**Run 1: M4 wires**

Supply wires on this layer in grey.
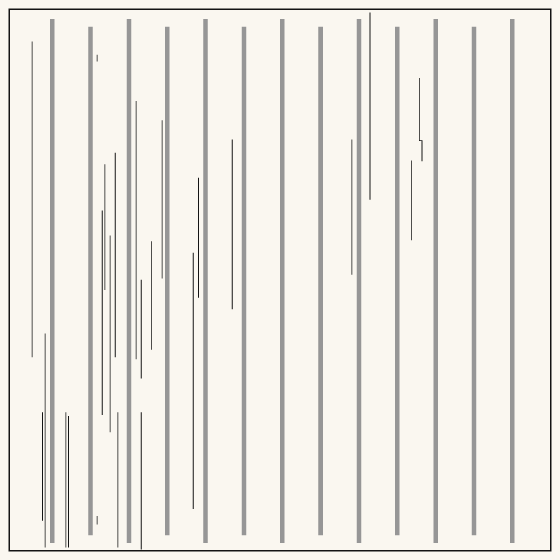
**Run 1: met2 routing**

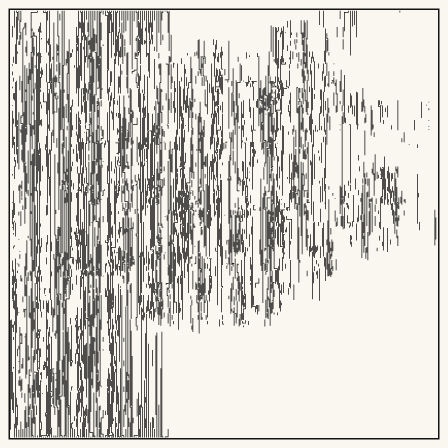
**Run 1: M1 wires**

The bar under the picture is 50 microns long. Supply wires on this layer in grey.
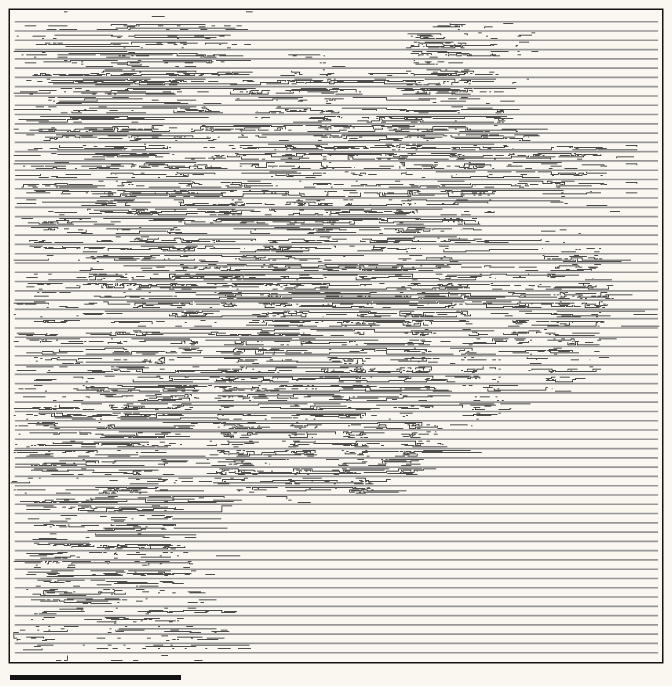
**Run 1: clock routing**

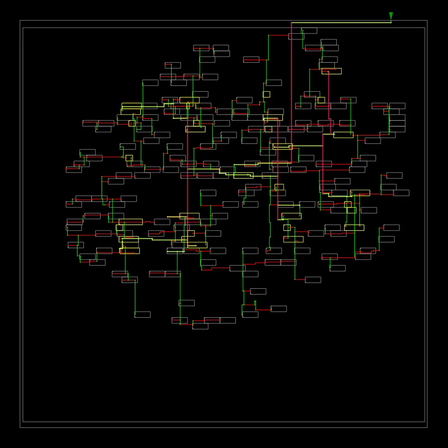
===== src/rtl/seg7_scan_ctrl.sv =====
// Multiplexed seven-segment scan controller with per-channel hex/decimal
// display, sequential double-dabble BCD conversion, overflow dashes,
// leading-zero blanking and an update-hold control.
module seg7_scan_ctrl #(
  parameter  int DIGITS  = 8,
  parameter  int NCH     = 8,
  parameter  int CLK_DIV = 100_000,
  localparam int DW      = 4*DIGITS,
  localparam int SW      = (NCH > 1) ? $clog2(NCH) : 1
) (
  input  logic              clk,
  input  logic              rst_n,
  input  logic [SW-1:0]     sel,
  input  logic [NCH*DW-1:0] ch_data,
  input  logic [NCH-1:0]    ch_dec,
  input  logic              upd_en,
  input  logic              blank_lz,
  output logic              busy,
  output logic [7:0]        SEG,
  output logic [DIGITS-1:0] AN
);

  localparam int DIV_W = (CLK_DIV > 1) ? $clog2(CLK_DIV) : 1;
  localparam int DG_W  = (DIGITS > 1) ? $clog2(DIGITS) : 1;
  localparam int CW    = $clog2(DW+1);

  typedef enum logic [1:0] {IDLE, CONV, DONE} state_t;

  state_t            state_q, state_d;
  logic [DIV_W-1:0]  div_cnt;
  logic              tick;
  logic [DG_W-1:0]   dig;
  logic [DW-1:0]     src, bcd, res, disp;
  logic [DW-1:0]     bcd_adj, bcd_nx;
  logic              ovf, ovf_nx, disp_ovf;
  logic [CW-1:0]     cnt;
  logic [DW-1:0]     sel_data;
  logic              sel_dec;
  logic [DG_W-1:0]   msd;
  logic [3:0]        nib;
  logic              blank;

  assign tick = (div_cnt == DIV_W'(CLK_DIV-1));
  assign busy = (state_q != IDLE);

  // scan prescaler
  always_ff @(posedge clk) begin
    if (!rst_n)    div_cnt <= '0;
    else if (tick) div_cnt <= '0;
    else           div_cnt <= div_cnt + 1'b1;
  end

  // digit index, one slot per tick, wraps after the last digit
  always_ff @(posedge clk) begin
    if (!rst_n) dig <= '0;
    else if (tick) dig <= (dig == DG_W'(DIGITS-1)) ? '0 : dig + 1'b1;
  end

  // selected channel; an out-of-range select reads as zero/hex
  always_comb begin
    sel_data = '0;
    sel_dec  = 1'b0;
    if (int'(sel) < NCH) begin
      sel_data = ch_data[int'(sel)*DW +: DW];
      sel_dec  = ch_dec[sel];
    end
  end

  // one double-dabble step: add-3 on nibbles >=5, then shift {bcd,src} left
  always_comb begin
    bcd_adj = bcd;
    for (int i = 0; i < DIGITS; i++)
      if (bcd[4*i +: 4] >= 4'd5) bcd_adj[4*i +: 4] = bcd[4*i +: 4] + 4'd3;
    bcd_nx = {bcd_adj[DW-2:0], src[DW-1]};
    ovf_nx = ovf | bcd_adj[DW-1];
  end

  // FSM state register
  always_ff @(posedge clk) begin
    if (!rst_n) state_q <= IDLE;
    else        state_q <= state_d;
  end

  // FSM next state; ticks outside IDLE are dropped
  always_comb begin
    state_d = state_q;
    case (state_q)
      IDLE:    if (tick && upd_en) state_d = sel_dec ? CONV : DONE;
      CONV:    if (cnt == CW'(1)) state_d = DONE;
      DONE:    state_d = IDLE;
      default: state_d = IDLE;
    endcase
  end

  // capture, conversion datapath and atomic display update
  always_ff @(posedge clk) begin
    if (!rst_n) begin
      src <= '0; bcd <= '0; res <= '0; ovf <= 1'b0; cnt <= '0;
      disp <= '0; disp_ovf <= 1'b0;
    end else begin
      case (state_q)
        IDLE: if (tick && upd_en) begin
          src <= sel_data;
          ovf <= 1'b0;
          if (sel_dec) begin
            bcd <= '0;
            cnt <= CW'(DW);
          end else begin
            res <= sel_data;
          end
        end
        CONV: begin
          bcd <= bcd_nx;
          src <= {src[DW-2:0], 1'b0};
          ovf <= ovf_nx;
          cnt <= cnt - 1'b1;
          if (cnt == CW'(1)) res <= bcd_nx;
        end
        DONE: begin
          disp     <= res;
          disp_ovf <= ovf;
        end
        default: ;
      endcase
    end
  end

  // most significant nonzero nibble of the displayed value
  always_comb begin
    msd = '0;
    for (int i = 0; i < DIGITS; i++)
      if (disp[4*i +: 4] != 4'd0) msd = DG_W'(i);
  end

  assign nib   = disp[4*dig +: 4];
  assign blank = blank_lz && !disp_ovf && (dig > msd);

  function automatic logic [7:0] seg_lut(input logic [3:0] n);
    case (n)
      4'h0: seg_lut = 8'hC0;  4'h1: seg_lut = 8'hF9;
      4'h2: seg_lut = 8'hA4;  4'h3: seg_lut = 8'hB0;
      4'h4: seg_lut = 8'h99;  4'h5: seg_lut = 8'h92;
      4'h6: seg_lut = 8'h82;  4'h7: seg_lut = 8'hF8;
      4'h8: seg_lut = 8'h80;  4'h9: seg_lut = 8'h90;
      4'hA: seg_lut = 8'h88;  4'hB: seg_lut = 8'h83;
      4'hC: seg_lut = 8'hC6;  4'hD: seg_lut = 8'hA1;
      4'hE: seg_lut = 8'h86;  default: seg_lut = 8'h8E;
    endcase
  endfunction

  // registered digit drive; dash overrides blank overrides decode
  always_ff @(posedge clk) begin
    if (!rst_n) begin
      AN  <= '1;
      SEG <= 8'hFF;
    end else begin
      AN <= ~(DIGITS'(1) << dig);
      if (disp_ovf)   SEG <= 8'hBF;
      else if (blank) SEG <= 8'hFF;
      else            SEG <= seg_lut(nib);
    end
  end

endmodule


===== config.mk =====
export PLATFORM = sky130hd
export DESIGN_NAME = seg7_scan_ctrl
export DESIGN_NICKNAME = d
export VERILOG_FILES = /design/src/rtl/seg7_scan_ctrl.sv
export SDC_FILE = /design/constraint.sdc
export NUM_CORES = 1
export LEC_CHECK = 0
export ABC_CLOCK_PERIOD_IN_PS = 4900
export CAP_MARGIN = 30
export CELL_PAD_IN_SITES_DETAIL_PLACEMENT = 0
export CELL_PAD_IN_SITES_GLOBAL_PLACEMENT = 1
export CORE_UTILIZATION = 29
export DETAILED_ROUTE_END_ITERATION = 16
export GPL_TIMING_DRIVEN = 0
export PLACE_DENSITY = 0.78
export RECOVER_POWER = 100
export SYNTH_ARGS = -nofsm -noshare
export SYNTH_HDL_FRONTEND = slang
export SYNTH_SLANG_ARGS = --single-unit

===== constraint.sdc =====
create_clock -name clk -period 4.9 [get_ports clk]
set_input_delay 0.98 -clock clk [delete_from_list [all_inputs] [get_ports clk]]
set_output_delay 0.98 -clock clk [all_outputs]
set_load 0.1 [all_outputs]

==> results.yml, run 1 <==
# implementation run metrics
clock_tree:
  post-cts-setup-buffers: 0
  clk_path_buf_depth: 2
timing:
  timing.final.crit_share_pct: 81.47
  hold_viol: 0
  worst_slack_ns: 0.9082
  tightest_slew_ns: 0.9950
  slew_headroom_pct: 33.45
  max_freq_mhz: 250.5
  setup_tns_ns: 0
finish:
  finish.utilization_pct: 40.71
  comb_area_sq_um: 6247
  fillCellCount: 3508
  layout.cells.most_common: "clkdlybuf4s50_1"
  layout_top_cells: "266 x clkdlybuf4s50_1, 173 x dfxtp_1, 135 x nand2_1"
flow_run:
  warnings: 44
routing:
  drtIter0Drc: 579
  wl_met3_microns: 2631
  wl_met1_microns: 16270
  route.met2.wl_microns: 20100
floorplanning:
  rows: 68
  fp_util_pct: 29.73
pwr:
  p_int_mw: 2.451
  seq_power_share_pct: 42.0
  leakagePower_nw: 5.171
synth:
  edf_count: 0
  top_logic_kind: "AND-OR/OR-AND gates"
  yosys_most_used_dff: "dfxtp_1"
  ys_sh_xor_pct: 2.364
  yosys.area_share.aoi_pct: 20.59
place:
  pre_cts_ws_ns: 1.252
  numPortBuffers: 282
  dp_hpwl_microns: 32970
global_route:
  antenna_found_initial: 4
setup_path:
  crit_cells: 8
  r2r_cells: 9
  critPathMaxFanout: 10
status:
  status: "finished, final reports clean"
Notes on 'M4 wires' above:
share of all routed wire: 3.1%
nets with wire on the layer: 21
main direction: vertical
longest straight run: 112 microns
wire length on this layer: 1260 microns

Notes on 'met2 routing' above:
share of all routed wire: 50%
longest straight run: 98.3 microns
nets with wire on the layer: 1497
Via Count: 10133
Post-Route WL: 40290 microns
met2 Resource Use GR: 38.74%

Notes on 'M1 wires' above:
nets with wire on the layer: 1583
longest straight run: 63.5 microns
share of all routed wire: 40%
main direction: horizontal
wire length on this layer: 16300 microns
met1 GRT Util: 26.00%

Notes on 'clock routing' above:
# clk buffers: 18
registers: 173
Clock group: 1.37 mW

**Run 1: the metal 3 layer**

The bar under the picture is 50 microns long. Cells faint in the background.
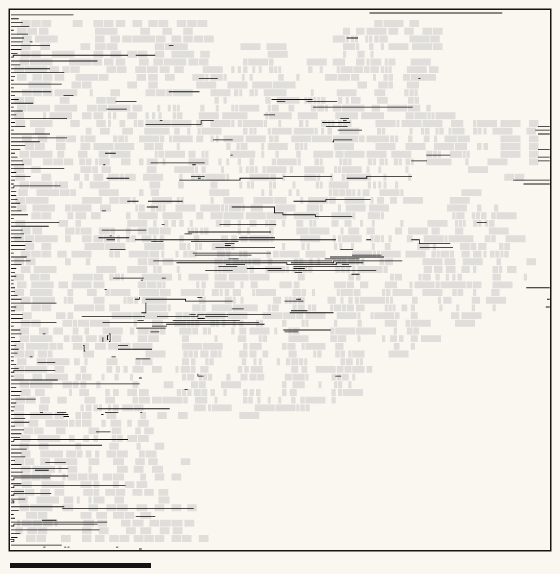

==> inputs of run 2 (changes only) <==
Settings changed: ABC_CLOCK_PERIOD_IN_PS 4900 to 4100.
Clock period 4.9 ns to 4.1 ns, I/O delays scaled along.
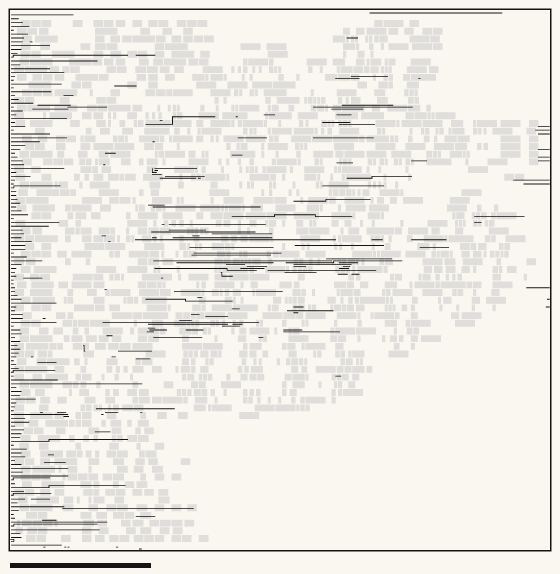
**Above:** run 2 (the metal 3 layer).
The bar under the picture is 50 microns long. Cells faint in the background.
wire length on this layer: 2700 microns
longest straight run: 70.8 microns
main direction: horizontal

==> run 2 against run 1 <==
Non-clock buffer count stayed put; highest routed layer unchanged; cell count is the same; worst setup slack worse by 0.43 ns.
==> results.yml, run 2 <==
# implementation run metrics
status:
  status: "finished, final reports clean"
finish:
  flops: 173
  layout.cells.most_common: "clkdlybuf4s50_1"
  fillCellCount: 3507
  comb_area_sq_um: 6266
  logic_gate_count: 841
  final_cells: 1912
  finish.utilization_pct: 40.77
  layout_top_cells: "266 x clkdlybuf4s50_1, 173 x dfxtp_1, 135 x nand2_1"
timing:
  max_freq_mhz: 276.1
  worst_slack_ns: 0.4780
  setup_tns_ns: 0
  slew_headroom_pct: 33.45
  timing.final.crit_share_pct: 88.34
  tightest_slew_ns: 0.9949
  hold_viol: 0
synth:
  edf_count: 0
  yosys.area_share.aoi_pct: 20.59
  ys_sh_xor_pct: 2.364
  yosys_most_used_dff: "dfxtp_1"
routing:
  wl_met3_microns: 2697
  vias: 10092
  routed_wl_microns: 40330
  drtIter0Drc: 591
  wl_met1_microns: 16290
global_route:
  antenna_found_initial: 4
  use_met1_pct: 26.00
  grt_use_met2_pct: 38.74
clock_tree:
  cts_buffers: 17
  clk_path_buf_depth: 2
  post-cts-setup-buffers: 0
  post_cts_resized: 0
setup_path:
  critPathMaxFanout: 10
  r2r_cells: 9
  crit_cells: 8
  cp_top_family: "buffers and inverters"
  path_class: "input pin to flop"
floorplanning:
  ios: 288
  fp_util_pct: 29.73
  rows: 68
pwr:
  p_int_mw: 2.929
  seq_power_share_pct: 42.0
  leakagePower_nw: 5.165
  p_clk_mw: 1.63
flow_run:
  warnings: 44
place:
  dp_hpwl_microns: 32970
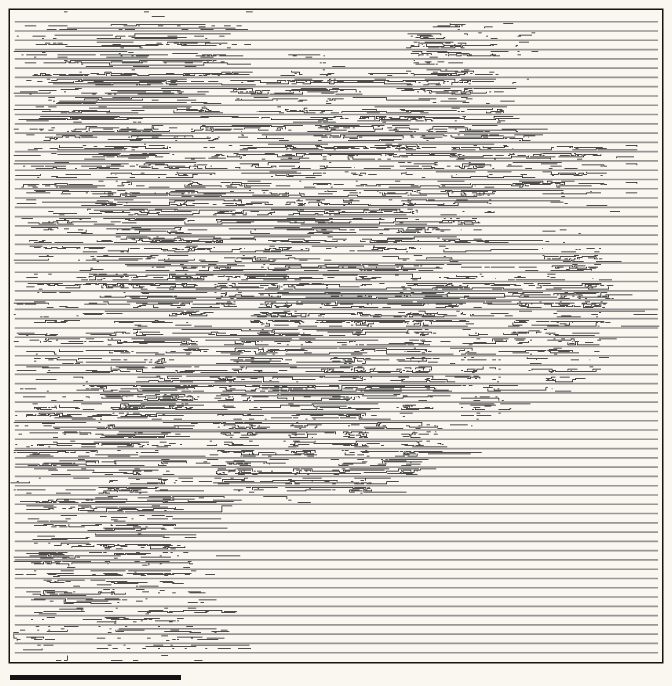
**Above:** run 2 (M1 wires).
The bar under the picture is 50 microns long. Supply wires on this layer in grey.
main direction: horizontal
wire length on this layer: 16300 microns
share of all routed wire: 40%

==> inputs of run 3 (changes only) <==
Settings changed: CTS_CLUSTER_SIZE set to 40.
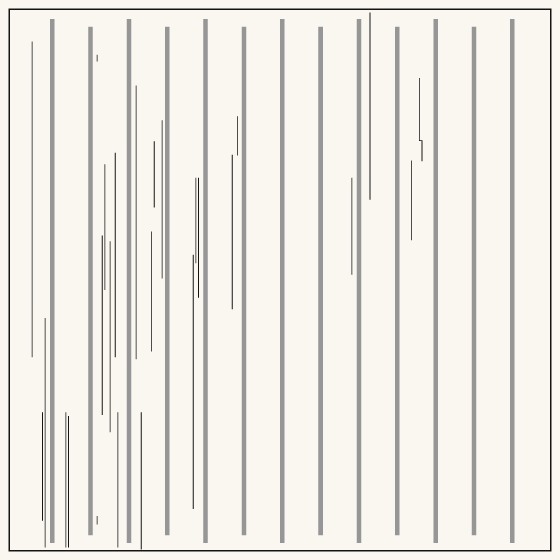
**Above:** run 3 (M4 wires).
Supply wires on this layer in grey.
share of all routed wire: 3.2%
wire length on this layer: 1280 microns
nets with wire on the layer: 22
longest straight run: 112 microns
main direction: vertical
Via Count: 10092
Post-Route WL: 40330 microns

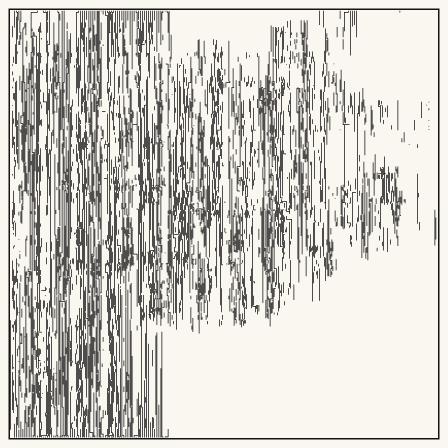
**Above:** run 3 (met2 routing).

==> run 3 against run 2 <==
Fmax is the same; cell count unchanged; synthesized area did not move; flip-flop count unchanged; register-to-register slack about the same; clock-buffer cell count unchanged; sequential power is essentially flat; power did not move; via count is the same; wire length unchanged; combinational power hardly changed; synthesized cell count did not move; critical path type unchanged; largest power group unchanged.
==> results.yml, run 3 <==
# implementation run metrics
timing:
  slew_headroom_pct: 33.45
  setup_tns_ns: 0
  max_freq_mhz: 276.1
  worst_slack_ns: 0.4780
  tightest_slew_ns: 0.9949
  hold_viol: 0
  timing.final.crit_share_pct: 88.34
synth:
  synth.most_common_cell: "dfxtp_1"
  yosys_most_used_dff: "dfxtp_1"
  yosys.area_share.aoi_pct: 20.59
  edf_count: 0
  ys_sh_xor_pct: 2.364
  topCellsByArea: "dfxtp_1 33%, mux4_2 11%, mux2_2 5.3%"
setup_path:
  cp_top_family: "buffers and inverters"
  r2r_cells: 9
  crit_cells: 8
  critPathMaxFanout: 10
  critPathSlowestCell: "a41oi_1"
routing:
  drtIter0Drc: 591
  wl_met1_microns: 16290
  wl_met3_microns: 2697
clock_tree:
  post_cts_resized: 0
  post-cts-setup-buffers: 0
  clk_path_buf_depth: 2
  cts_buffers: 17
  postCtsHoldBufs: 0
place:
  dp_hpwl_microns: 32970
global_route:
  antenna_found_initial: 4
  track_usage_pct: 21.99
  use_met1_pct: 26.00
  first_global_vias: 10175
finish:
  final_cells: 1912
  comb_area_sq_um: 6266
  finish.utilization_pct: 40.77
  layout_top_cells: "266 x clkdlybuf4s50_1, 173 x dfxtp_1, 135 x nand2_1"
  layout.cells.most_common: "clkdlybuf4s50_1"
  logic_gate_count: 841
  flops: 173
  fillCellCount: 3507
  largestClassByArea: "multi-input combinational cells"
pwr:
  seq_power_share_pct: 42.0
  p_clk_mw: 1.63
  p_int_mw: 2.929
floorplanning:
  fp_util_pct: 29.73
  ios: 288
  rows: 68
flow_run:
  warnings: 44
status:
  status: "finished, final reports clean"
No activity file was given, so power comes from the tool's default toggle rates.
